===== src/rtl/serial_addsub_nbit.sv =====
// Bit-serial LSB-first two's-complement adder/subtractor built around one full-adder slice.
// start/done handshake; result, carry-out and signed-overflow flag are registered at completion.
module serial_addsub_nbit #(
   parameter int WIDTH = 4
) (
   input  logic             clk,
   input  logic             rst_n,
   input  logic             start,
   input  logic             mode,
   input  logic [WIDTH-1:0] a,
   input  logic [WIDTH-1:0] b,
   output logic             busy,
   output logic             done,
   output logic [WIDTH-1:0] result,
   output logic             cout,
   output logic             ovf
);

   localparam int CNT_W = $clog2(WIDTH) + 1;
   localparam logic [CNT_W-1:0] CNT_LAST = CNT_W'(WIDTH - 1);
   localparam logic [CNT_W-1:0] CNT_PEN  = CNT_W'(WIDTH - 2);

   typedef enum logic [1:0] {
      IDLE  = 2'd0,
      SHIFT = 2'd1,
      DONE  = 2'd2
   } state_t;

   state_t state;
   state_t state_nxt;

   logic [WIDTH-1:0] a_sr;
   logic [WIDTH-1:0] b_sr;
   logic [WIDTH-1:0] acc;
   logic [CNT_W-1:0] cnt;
   logic             carry;
   logic             c_msb_in;

   logic accept;
   logic sum_bit;
   logic carry_nxt;
   logic last_bit;

   function automatic logic fa_sum(input logic x, input logic y, input logic ci);
      return x ^ y ^ ci;
   endfunction

   function automatic logic fa_carry(input logic x, input logic y, input logic ci);
      return (x & y) | (x & ci) | (y & ci);
   endfunction

   // The single full-adder slice shared by every bit position
   assign sum_bit   = fa_sum(a_sr[0], b_sr[0], carry);
   assign carry_nxt = fa_carry(a_sr[0], b_sr[0], carry);
   assign last_bit  = (cnt == CNT_LAST);

   // Requests arriving while a computation is running are dropped, not queued
   assign accept = start && (state != SHIFT);

   assign busy = (state == SHIFT);
   assign done = (state == DONE);

   always_ff @(posedge clk or negedge rst_n) begin
      if (!rst_n) begin
         state <= IDLE;
      end else begin
         state <= state_nxt;
      end
   end

   always_comb begin
      state_nxt = state;
      case (state)
         IDLE: begin
            if (start) state_nxt = SHIFT;
         end
         SHIFT: begin
            if (last_bit) state_nxt = DONE;
         end
         DONE: begin
            if (start) state_nxt = SHIFT;
            else       state_nxt = IDLE;
         end
         default: state_nxt = IDLE;
      endcase
   end

   // Subtraction is a + ~b + 1: invert B on load and seed the carry with mode
   always_ff @(posedge clk or negedge rst_n) begin
      if (!rst_n) begin
         a_sr     <= '0;
         b_sr     <= '0;
         acc      <= '0;
         cnt      <= '0;
         carry    <= 1'b0;
         c_msb_in <= 1'b0;
      end else if (accept) begin
         a_sr  <= a;
         b_sr  <= mode ? ~b : b;
         acc   <= '0;
         cnt   <= '0;
         carry <= mode;
      end else if (state == SHIFT) begin
         a_sr  <= a_sr >> 1;
         b_sr  <= b_sr >> 1;
         acc   <= {sum_bit, acc[WIDTH-1:1]};
         carry <= carry_nxt;
         cnt   <= cnt + 1'b1;
         if (cnt == CNT_PEN) begin
            c_msb_in <= carry_nxt;
         end
      end
   end

   // Outputs update only on the final bit, so they stay stable through SHIFT
   always_ff @(posedge clk or negedge rst_n) begin
      if (!rst_n) begin
         result <= '0;
         cout   <= 1'b0;
         ovf    <= 1'b0;
      end else if ((state == SHIFT) && last_bit) begin
         result <= {sum_bit, acc[WIDTH-1:1]};
         cout   <= carry_nxt;
         ovf    <= c_msb_in ^ carry_nxt;
      end
   end

endmodule

===== config.mk =====
export PLATFORM = sky130hd
export DESIGN_NAME = serial_addsub_nbit
export DESIGN_NICKNAME = d
export VERILOG_FILES = /design/src/rtl/serial_addsub_nbit.sv
export SDC_FILE = /design/constraint.sdc
export NUM_CORES = 1
export LEC_CHECK = 0
export ABC_CLOCK_PERIOD_IN_PS = 2350
export CAP_MARGIN = 25
export CORE_MARGIN = 2
export CORE_UTILIZATION = 30
export CTS_CLUSTER_DIAMETER = 120
export DETAILED_ROUTE_END_ITERATION = 12
export SYNTH_ARGS = -nofsm -noshare
export SYNTH_HDL_FRONTEND = slang
export SYNTH_SLANG_ARGS = --single-unit

===== constraint.sdc =====
create_clock -name clk -period 2.35 [get_ports clk]
set_input_delay 0.3525 -clock clk [delete_from_list [all_inputs] [get_ports clk]]
set_output_delay 0.3525 -clock clk [all_outputs]
set_load 0.1 [all_outputs]

Figure 1. Metal 1 (run 1).
Bar = 20 um. Cells faint in the background.
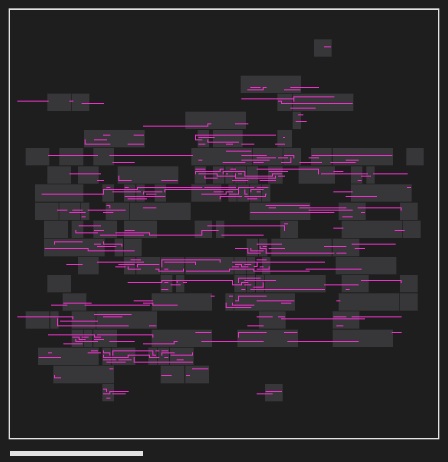
longest straight run: 13.8 um
nets with wire on the layer: 112
wire length on this layer: 903 um
main direction: horizontal

Figure 2. A small window of the routed layout (run 1).
Bar = 5 um. Window x 38 to 58, y 38 to 58 um. Cells in grey, sequential cells in the stronger grey; small squares are vias.
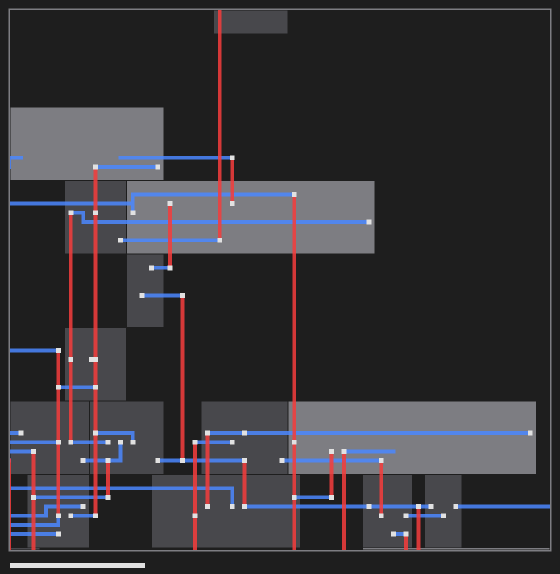
| colour | layer |
|---|---|
| red | met2 |
| blue | met1 |
most frequent: dfrtp_1 (3)
sequential cells in the window: 3
netlist names of flops here include: state (2), c_msb_in (1)
cells with their middle in the window: 13

Figure 3. Congestion heat map (run 1).
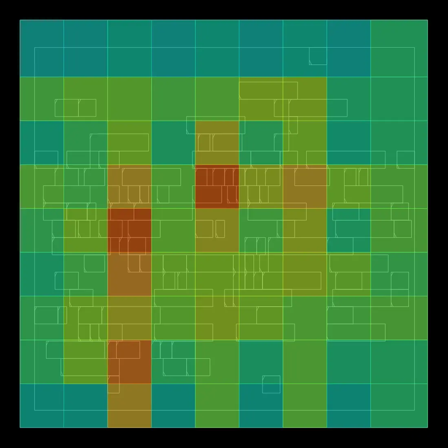
wire length per cell: 11.2 um
GRT Max-Usage Layer: met2
met1 Use GR: 11.9%
GR Util met3: 3.87%

==> results_dict.tcl, run 1 <==
# collected from the flow reports
set metrics [dict create \
    route.detailed.drc 0 \
    hold_ws_ps 390 \
    hp-class "in2async" \
    grtUsageTotal_pct 9.65 \
    p_sw_share_pct 48.3 \
    start_kind "register" \
    reg.largest.list "a_sr (4), b_sr (4), result (4)" \
    pre_cts_slack_ps 563 \
    min_period_ps 1920 \
    p_leak_nw 0.633 \
    powerDensity_nw_per_um2 1410 \
    ir_worst_vdd_uv 729 \
    drt_iter0_drc 24 \
    xor_share_pct 4.03 \
    postCtsSetupBuffers 0 \
    top_cell "dfrtp_1" \
    edf_count 0 \
    clock_power_share_pct 11.2 \
    reg2regPathDepth 4 \
    comb_area_um2 435 \
    design_area_um2 1340 \
    hold_viol 0 \
    yosys.area.top_type_share_pct 55.3 \
    placed_cell_area_um2 1300 \
    ys_sh_adder_pct 5.30 \
    die.size.y_um 64.2 \
    coreArea_um2 3420 \
    timing.fmax_mhz 522 \
    sh_comb_area_pct 32.5 \
    final_cell_mix "24 x dfrtp_1, 15 x o21ai_0, 14 x nand2_1" \
    finalSetupViolations 0 \
    critPathRequiredTime_ps 2000 \
    slowest_stage "dfrtp_1" \
    cp_data_arrival_time_ps 1560 \
    fillers 360 \
    layoutNonFillerInstCount 161 \
    finalPower_mw 1.88 \
    n_all_buffers 20 \
    grt_pass1_vias 697 \
    clockRootBuffer "clkbuf_4" \
    fp_nets 112 \
    syn_avg_cell_area_um2 11.3 \
    yosysCellCount 96 \
    htree_levels 1 \
    cp_num_cells 3 \
    wl_met1_um 903 \
    place.port_buffers 19 \
    cts_resized 0 \
    r2r_end "c_msb_in$_DFFE_PN0P_" \
    tool_warnings 27 \
    slew_headroom_pct 62.8 \
    path_clk_slew_ps 120 \
    place.gp.congestion 0.741 \
    rsz0062_at_grt "no" \
    dieWidth_um 64.2 \
    fin_util_pct 39.2 \
    fin_setup_tns_ps 0 \
    dp.final_hpwl_um 1320 \
    simple_gate_area_share_pct 8.87 \
    fp_util_pct 31.8 \
    ys_sh_mux_pct 13.9 \
    reg2reg_slack_ps 750 \
    critPathKind "reg2out" \
    worst_path_largest_cell_delay_ps 400 \
    comb_cell_power_mw 0.981 \
    p_seq_mw 0.691 \
    clkbuf_count 4 \
    syn-cell-area_um2 1090 \
    met3_length_um 117 \
    drive_gt1_share_pct 17.4 \
    largest_class "sequential cells" \
    crit_path_end "busy" \
    numCtsBuffers 3 \
    grtUsageMet2_pct 15.8 \
    insertion_delay_ps 300 \
    top_logic_kind "multiplexers" \
    crit_chain "nand2b_1, inv_2, buf_12" \
    grt_first_pass_wirelength_um 3120 \
    diodes 0 \
    dp_cells 157 \
    numSequentialCells 24 \
    lay_top_count "dfrtp_1" \
    ff_type "dfrtp_1" \
    wl_met2_um 757 \
    p_switching_mw 0.909 \
    layout.nonclk_buf_share_pct 14.2 \
    grt-ovfl-total 0 \
    first_pass_iters 4 \
    syn_inst 96 \
    ys_chip_area_um2 1090 \
    async_flop_share_pct 100 \
    synth.ff_latch_count 24 \
    period_used_pct 81.6 \
    ant_nets 0 \
    rows 21 \
    via_per_inst 4.52 \
    ff_latch_area_um2 601 \
    timing.rr.start "state[1]$_DFFE_PN0P_" \
    syn_to_final_growth_pct 23.3 \
    sh_seq_area_pct 44.9 \
    fin_skew_ps 1.24 \
    ys_sh_aoi_pct 7.95 \
    grt_max_degree 25 \
    synth_cell_types 21 \
    power_leader "combinational cells" \
    p_int_mw 0.973 \
    cap_violations 0 \
    cts_buffer_depth 2 \
    endpoint_kind "output pin" \
    die-area_um2 4120 \
    synth_seq_share_pct 55.3 \
    highest_layer "met4" \
    multiInputCombCellCount 62 \
    run_status "finished, final reports clean" \
    antenna_found_initial 0 \
    seqPwrFrac_pct 36.7 \
    yosys_warnings 0 \
    worst_path_dominant_cell_family "buffers and inverters" \
    inverters 5 \
    nets 132 \
    clockNetworkAreaShare_pct 2.71 \
    p_clk_mw 0.210 \
    ctsHoldBuffers 0 \
    yosys.area.top_type "dfrtp_1" \
    tightest_slew_ps 556 \
    slew_viol_final 0 \
    via_count 727 \
    tap_cells 46 \
    routed_wl_um 1800 \
    worstSetupStartpoint "state[1]$_DFFE_PN0P_" \
    ios 20 \
    netlist_top_cells_count "24 x dfrtp_1, 15 x o21ai_0, 14 x nand2_1" \
    critPathMaxFanout 23 \
    top_cells_by_area "dfrtp_1 55%, mux2i_1 7.4%, o21ai_0 6.9%" \
    clock_sinks 24 \
    cts_tree "built" \
]
--- run 2 (diff from run 1) ---
- ABC_CLOCK_PERIOD_IN_PS: 2350 -> 1600
- clock period: 2.35 -> 1.6 ns (I/O delays scaled with it)
==> run 2 against run 1 <==
Wire length rose by 15%; largest power group unchanged; register-to-register slack got worse by 660 ps; critical path depth rose by 2; largest cell class unchanged.
==> results_dict.tcl, run 2 <==
# collected from the flow reports
set metrics [dict create \
    run_status "finished, final reports clean" \
    synth_cell_types 21 \
    largest_class "sequential cells" \
    syn_avg_cell_area_um2 11.3 \
    ir_worst_vdd_uv 1620 \
    critPathRequiredTime_ps 1810 \
    powerDensity_nw_per_um2 2090 \
    postCtsSetupBuffers 1 \
    clkbuf_count 4 \
    endpoint_kind "register" \
    period_used_pct 94.7 \
    reg2reg_slack_ps 90 \
    p_switching_mw 1.43 \
    met3_length_um 89 \
    ff_type "dfrtp_1" \
    crit_path_end "result[0]$_DFFE_PN0P_" \
    hold_viol 0 \
    p_sw_share_pct 45.8 \
    top_cell "dfrtp_1" \
    comb_area_um2 442 \
    cp_num_cells 5 \
    cp_data_arrival_time_ps 1720 \
    min_period_ps 1510 \
    lay_top_count "dfrtp_1" \
    htree_levels 1 \
    p_leak_nw 0.694 \
    worstSetupStartpoint "cnt[0]$_DFFE_PN0P_" \
    ys_sh_adder_pct 5.30 \
    multiInputCombCellCount 62 \
    grtUsageTotal_pct 11.2 \
    place.port_buffers 19 \
    design_area_um2 1490 \
    fin_util_pct 43.5 \
    cts_tree "built" \
    comb_cell_power_mw 1.73 \
    seqPwrFrac_pct 34.2 \
    xor_share_pct 4.03 \
    timing.fmax_mhz 660 \
    ff_latch_area_um2 601 \
    cap_violations 0 \
    cts_resized 0 \
    wl_met2_um 959 \
    sh_comb_area_pct 29.7 \
    path_clk_slew_ps 130 \
    finalSetupViolations 0 \
    first_pass_iters 5 \
    wl_per_cell_um 12.3 \
    critPathKind "reg2reg" \
    crit_chain "ha_1, ha_1, nand3b_1, buf_4, mux2_2" \
    clock_sinks 24 \
    dp_cells 162 \
    synth_seq_share_pct 55.3 \
    edf_count 0 \
    top_logic_kind "multiplexers" \
    diodes 0 \
    rows 21 \
    grt_max_degree 25 \
    sh_seq_area_pct 40.4 \
    reg.largest.list "a_sr (4), b_sr (4), result (4)" \
    tap_cells 46 \
    die.size.y_um 64.2 \
    power_leader "combinational cells" \
    coreArea_um2 3420 \
    fin_skew_ps 7.36 \
    antenna_found_initial 0 \
    routed_wl_um 2070 \
    worst_path_largest_cell_delay_ps 430 \
    clockNetworkAreaShare_pct 2.44 \
    globalRouteMet1Util_pct 17.2 \
    cts_buffer_depth 2 \
    numCtsBuffers 3 \
    timing.rr.start "cnt[0]$_DFFE_PN0P_" \
    critPathMaxFanout 6 \
    yosysCellCount 96 \
    reg2regPathDepth 5 \
    ios 20 \
    hold_ws_ps 260 \
    clockRootBuffer "clkbuf_4" \
    pre_cts_slack_ps -9.47 \
    worst_path_dominant_cell_family "flip-flops" \
    highest_layer "met4" \
    yosys.area.top_type "dfrtp_1" \
    ys_chip_area_um2 1090 \
    layout.nonclk_buf_share_pct 22.2 \
    ys_sh_mux_pct 13.9 \
    ys_sh_aoi_pct 7.95 \
    via_count 744 \
    grt_pass1_vias 718 \
    simple_gate_area_share_pct 8.87 \
    layoutNonFillerInstCount 168 \
    insertion_delay_ps 310 \
    placed_cell_area_um2 1430 \
    final_cell_mix "24 x dfrtp_1, 15 x o21ai_0, 14 x nand2_1" \
]
Figure 4. Signal wires by layer (run 2).
Bar = 20 um. Two of the layers only.
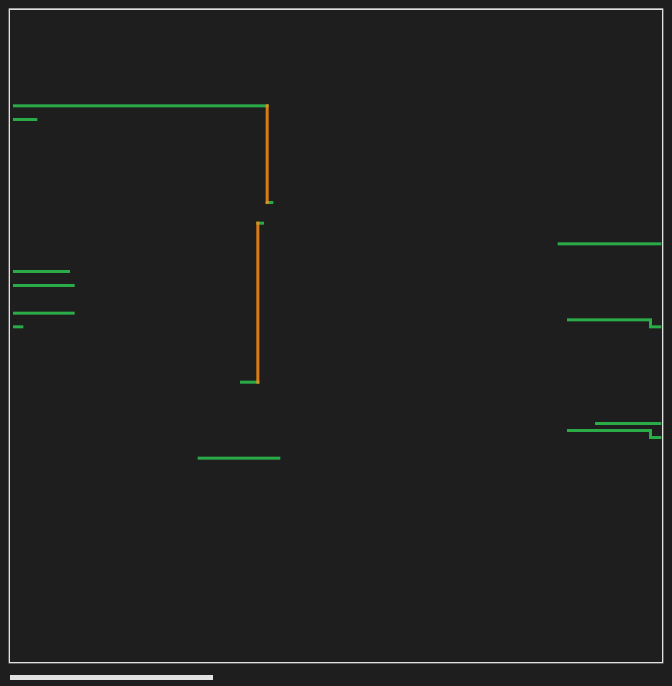
| colour | layer | wire length |
|---|---|---|
| orange | met4 | 25.2 um |
| green | met3 | 89.7 um |

Figure 5. Congestion heat map (run 2).
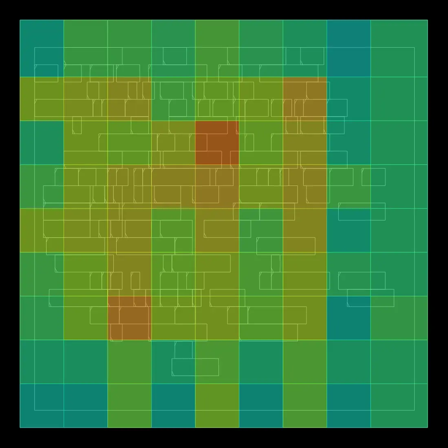
GR Util met3: 2.11%
GRT Max-Usage Layer: met1
met2 GRT Util: 15.5%

--- run 3 (diff from run 2) ---
- CORE_UTILIZATION: 30 -> 45
- PLACE_DENSITY: unset -> 0.73
- RECOVER_POWER: unset -> 100
==> run 3 against run 2 <==
Via count increased by 1.2%; largest power group unchanged; highest routed layer unchanged; clock power decreased by 16%; sequential cell count unchanged.
==> results_dict.tcl, run 3 <==
# collected from the flow reports
set metrics [dict create \
    run_status "finished, final reports clean" \
    numSequentialCells 24 \
    ff_type "dfrtp_1" \
    reg2regPathDepth 5 \
    min_period_ps 1510 \
    drt_iter0_drc 6 \
    p_clk_mw 0.264 \
    path_clk_slew_ps 120 \
    tool_warnings 27 \
    p_seq_mw 1.02 \
    layoutNonFillerInstCount 147 \
    top_cells_by_area "dfrtp_1 55%, mux2i_1 7.4%, o21ai_0 6.9%" \
    ant_nets 0 \
    start_kind "register" \
    dieWidth_um 53.1 \
    synth_seq_share_pct 55.3 \
    largest_class "sequential cells" \
    syn_to_final_growth_pct 20.4 \
    timing.fmax_mhz 662 \
    yosys.area.top_type_share_pct 55.3 \
    comb_cell_power_mw 1.41 \
    dp.final_hpwl_um 1470 \
    tap_cells 28 \
    cp_num_cells 5 \
    coreArea_um2 2250 \
    tightest_slew_ps 589 \
    critPathMaxFanout 7 \
    yosys_warnings 0 \
    insertion_delay_ps 310 \
    simple_gate_area_share_pct 8.87 \
    lay_top_count "dfrtp_1" \
    place.port_buffers 19 \
    wl_per_cell_um 13.3 \
    clock_sinks 24 \
    slew_viol_final 0 \
    cts_buffer_depth 2 \
    p_leak_nw 0.628 \
    clockNetworkAreaShare_pct 1.72 \
    ys_sh_mux_pct 13.9 \
    powerDensity_nw_per_um2 2060 \
    worstSetupStartpoint "cnt[0]$_DFFE_PN0P_" \
    ctsHoldBuffers 0 \
    syn-cell-area_um2 1090 \
    syn_inst 96 \
    yosys.area.top_type "dfrtp_1" \
    endpoint_kind "register" \
    ys_chip_area_um2 1090 \
    multiInputCombCellCount 62 \
    xor_share_pct 4.03 \
    edf_count 0 \
    nets 137 \
    cts_tree "built" \
    design_area_um2 1310 \
    cp_data_arrival_time_ps 1720 \
    period_used_pct 94.4 \
    postCtsSetupBuffers 1 \
    timing.rr.start "cnt[0]$_DFFE_PN0P_" \
    critPathRequiredTime_ps 1810 \
    die.size.y_um 53.1 \
    route.detailed.drc 0 \
    grt_pass1_vias 752 \
    placed_cell_area_um2 1390 \
    fin_util_pct 58.0 \
    clockRootBuffer "clkbuf_4" \
    drive_gt1_share_pct 16.8 \
    cts_resized 0 \
    ir_worst_vdd_uv 1050 \
]
Figure 6. Congestion heat map (run 3).
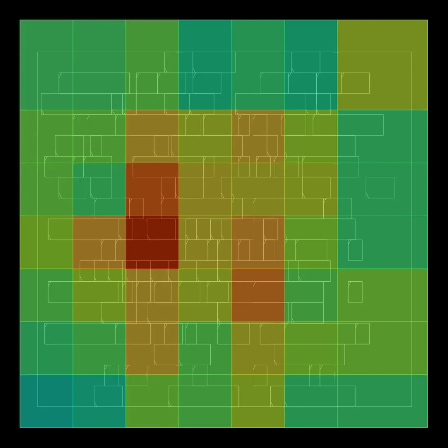
met2 GRT Util: 29.6%
GR Util met3: 3.39%
met1 Use GR: 22.4%
GRT Max-Usage Layer: met2
total global-route track usage: 18.0%

Figure 7. Routed metal per tile (run 3).
11 x 11 tiles, from white (low) to dark blue (high), scaled to the fullest tile. Values are wire area over tile area, all layers added.
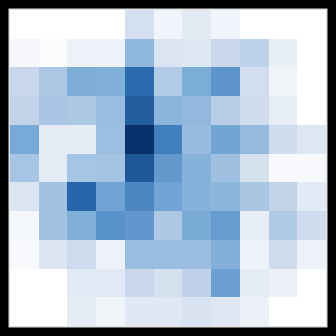
densest ninth of the die: centre
nearly empty tiles: 14%
tiles over half the peak: 13%
fullest tile: 0.41
mean over tiles: 0.11

Power and IR drop assume default switching activity.
